==> config.mk <==
export PLATFORM = sky130hd
export DESIGN_NAME = adder_scoreboard
export DESIGN_NICKNAME = d
export VERILOG_FILES = /design/src/rtl/adder_scoreboard.sv
export SDC_FILE = /design/constraint.sdc
export NUM_CORES = 1
export LEC_CHECK = 0
export CORE_MARGIN = 4
export CORE_UTILIZATION = 35
export DETAILED_ROUTE_END_ITERATION = 6
export GPL_ROUTABILITY_DRIVEN = 1
export GPL_TIMING_DRIVEN = 0
export PLACE_DENSITY = 0.61
export SLEW_MARGIN = 10
export SYNTH_ARGS = -nofsm -noshare
export SYNTH_HDL_FRONTEND = slang
export SYNTH_SLANG_ARGS = --single-unit
==> constraint.sdc <==
create_clock -name clk -period 3 [get_ports clk]
set_input_delay 0.45 -clock clk [delete_from_list [all_inputs] [get_ports clk]]
set_output_delay 0.45 -clock clk [all_outputs]
set_load 0.1 [all_outputs]
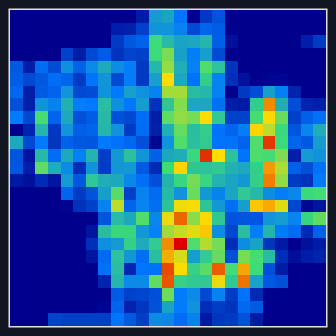
*Wire density map, run 1*
25 x 25 tiles, from dark blue (low) to red (high), scaled to the fullest tile. Values are wire area over tile area, all layers added.
fullest tile: 0.48
emptiest ninth of the die: south-west
mean over tiles: 0.11
tiles over half the peak: 12%
nearly empty tiles: 27%
vias post-DR: 3561
gr usage total: 0.148
Routed WL per cell: 15.2 um
routed wire length: 10.7 mm

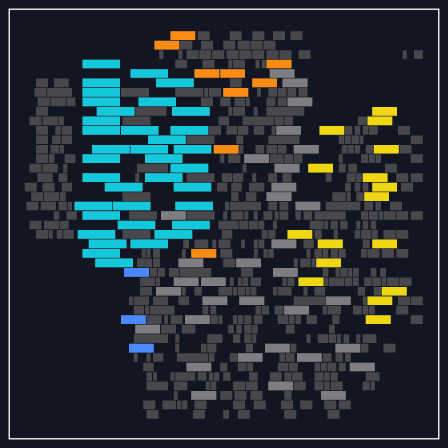
*Sequential cells coloured by netlist name, run 1*
[`err_actual`] orange | placed flops: 9 | where: north
[`mem`] cyan | placed flops: 36
[`match_count`] yellow | placed flops: 16 | where: east
[`wr_ptr`] blue | placed flops: 3
Storage cell area: 2300 sq um
sequential cell area share: 0.381

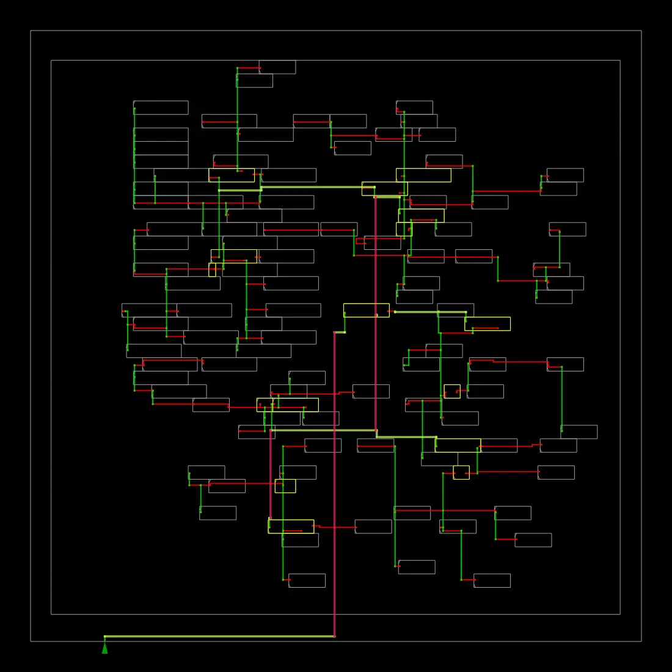
*Clock routing, run 1*
Final Skew: 0.00814 ns
# clk buffers: 10
Clk. pwr: 1.17 mW
CTS Sinks: 97

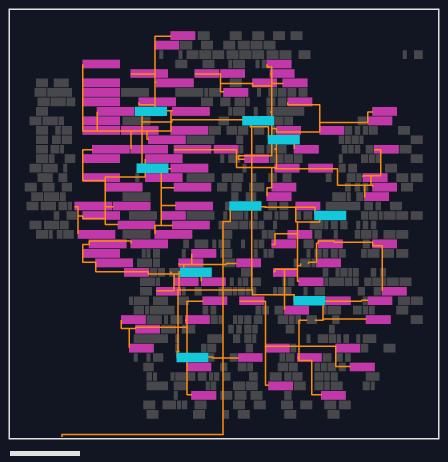
*Clock distribution, run 1*
Bar = 20 um.
[clock-net drivers] cyan | count: 9
[flip-flops] magenta | count: 97
[clock wires] orange | length: 1160 um
routed clock nets: 10
worst skew pair latency: 0.34 ns
Clk pwr share: 0.240

==> reports/metrics.cfg <==
[synth]
synth-edff-count = 36
avgSynthCellArea_sq_um = 10.8
logic_family = simple AND/OR/NAND/NOR gates
async_reset_ff_frac = 0
syn_area_sq_um = 4630
yosys-top-cells-area = dfxtp_1 26%, edfxtp_1 23%, mux4_2 4.4%
yosysWarnings = 0
yosysUniqueCellTypes = 51
synth.cellmix.simpleShare = 0.174
ys_seq_share = 0.498
yosys-mux-area-fraction = 0.0822
ff_type = dfxtp_1
adder_share = 0.0519
ys_cells = 427
synthCells = 427
ys_ff = 97
top_area_cell = dfxtp_1
ys_sh_aoi = 0.107
yosys_area_sq_um = 4630
xor_area_frac = 0.0430
top_cell_area_share = 0.264
syn-num-nets = 474

[global_route]
grt_use_met3 = 0.0279
grt_pass1_wl_mm = 17.4
grt_use_met1 = 0.188
grtUsageMet2 = 0.251
grt_antenna_before_repair = 0
gr-total-overflow = 0
grt_max_degree = 20
top_usage_layer = met2
grt_pass1_vias = 3403

[clock_tree]
clockBufferDepth = 2
cts.clk_slew.worst_paths_ns = 0.07
post_cts_resized = 13
cts.hold.buffers_added = 0
cts_tree = done
cts-buffers-inserted = 9
root_buffer = clkbuf_16
htree_levels = 3
post-cts-setup-buffer-count = 0

[setup_path]
cp_top_family = buffers and inverters
reg2reg_depth = 9
cp.depth = 6
path_cells = inv_1, ha_1, fa_1, xor3_4, nand3_4, clkdlybuf4s18_2
cp.required_ns = 2.55
cp-start-kind = register
cp-end-kind = output port
crit_fanout = 4
cp_slowest_cell = clkdlybuf4s18_2
critPathMaxStageDelay_ns = 0.54
worstSetupPathType = register to output port
reg2reg_slack_ns = 0.18
worstPathArrival_ns = 2.45
cp_num_buf_inv = 2

[placed_design]
dp_hpwl_mm = 8.13
dp_slack_ns = -0.249
place_inst = 685
gp_congestion = 0.816
port_buffers = 86
dpl_cell_area_sq_um = 5730

[sta]
tightestPinTransition_ns = 1.03
fin_crit_sh = 0.967
hold_slack_ns = 0.490
setup_violations = 0
fmax_mhz = 345
relSlewSlack = 0.311
setup_slack_ns = 0.0998
finalHoldViolCount = 0
rsz0062_at_grt = no
period_needed_ns = 2.90
slew_viol_final = 0
tns_ns = 0

[floorplan]
die_area_sq_um = 15100
die-height_um = 123
std_cell_rows = 41
core_area_sq_um = 12800
fp_util = 0.362
die-width_um = 123
io_pins = 88

[layout]
nets = 570
fillers = 1195
syn_to_final_growth_pct = 30.7
utilization = 0.473
post_layout_nonfiller_instances = 700
logic_area_sq_um = 2170
design_area_sq_um = 6050
drive_gt1_frac = 0.0947
largest_reg_flops = 36
insertedDiodeCount = 0

[detailed_routing]
ant_nets = 0
drc_errors = 0
viasPerCell = 5.09
drt_iter0_markers = 213
dr.pass1.iters = 4

[pwr]
powerDensity_nw_per_um2 = 807
max-vdd-ir-drop_uv = 619
leakagePower_nw = 2.20
total_power_mw = 4.88

[min_path]
min-delay-path-class = register to register
whs_path_depth = 2

[flow_run]
cap_violations = 0
warnings = 29

[outcome]
status = completed

-- run 1: synth_stat cells (11+ instances only) --
cell type / n
nand2_1: 17
a21oi_1: 30
ha_1: 16
inv_1: 20
nor2_1: 31
o31ai_1: 18
nand3b_1: 11
clkbuf_1: 12
or3_1: 11
xnor2_1: 15
nand3_1: 13
edfxtp_1: 36
dfxtp_1: 61
mux2i_1: 11
-- run 1: power by group --
group / internal [mW] / total [mW] / switching, mW
Clock: 0.661 / 1.17 / 0.509
Combinational: 0.600 / 2.13 / 1.53
Sequential: 1.51 / 1.58 / 0.0701
-- run 1: cells in the final DEF (no fill, tap or decap), types with 10 or more instances in the layout --
cell	netlist	layout
a21oi_1	30	30
and3_1	10	10
clkbuf_1	12	11
clkdlybuf4s50_1	0	82
dfxtp_1	61	61
edfxtp_1	36	36
ha_1	16	16
inv_1	20	20
mux2i_1	11	11
nand2_1	17	17
nand3_1	13	12
nand3b_1	11	11
nor2_1	31	30
o21ai_0	10	10
o31ai_1	18	18
or3_1	11	11
xnor2_1	15	15
-- run 1: cell families after synthesis --
group / count (synthesis)
adders and majority gates: 18
muxes: 26
buffers and inverters: 44
other: 1
xor gates and xnor gates: 21
AOI/OAI and AO/OA: 78
DFF: 97
and+or+nand+nor: 142
-- run 1: layout make-up --
| class | count | share of cell area |
|---|---|---|
| Multi-Input combinational cell | 286 | 0.359 |
| Timing Repair Buffer | 86 | 0.141 |
| Tap cell | 172 | 0.0356 |
| Buffer | 23 | 0.0207 |
| Clock buffer | 10 | 0.0379 |
| Clock inverter | 6 | 0.0126 |
| Inverter | 20 | 0.0124 |
| Sequential cell | 97 | 0.381 |
-- run 1: routing by layer --
layer  up-vias  part of all wire
met1      1676              0.44
met5         -                 0
li1       1764                 -
met3        11             0.049
met2       110              0.50
met4         0             0.015
Power and IR drop assume default switching activity.
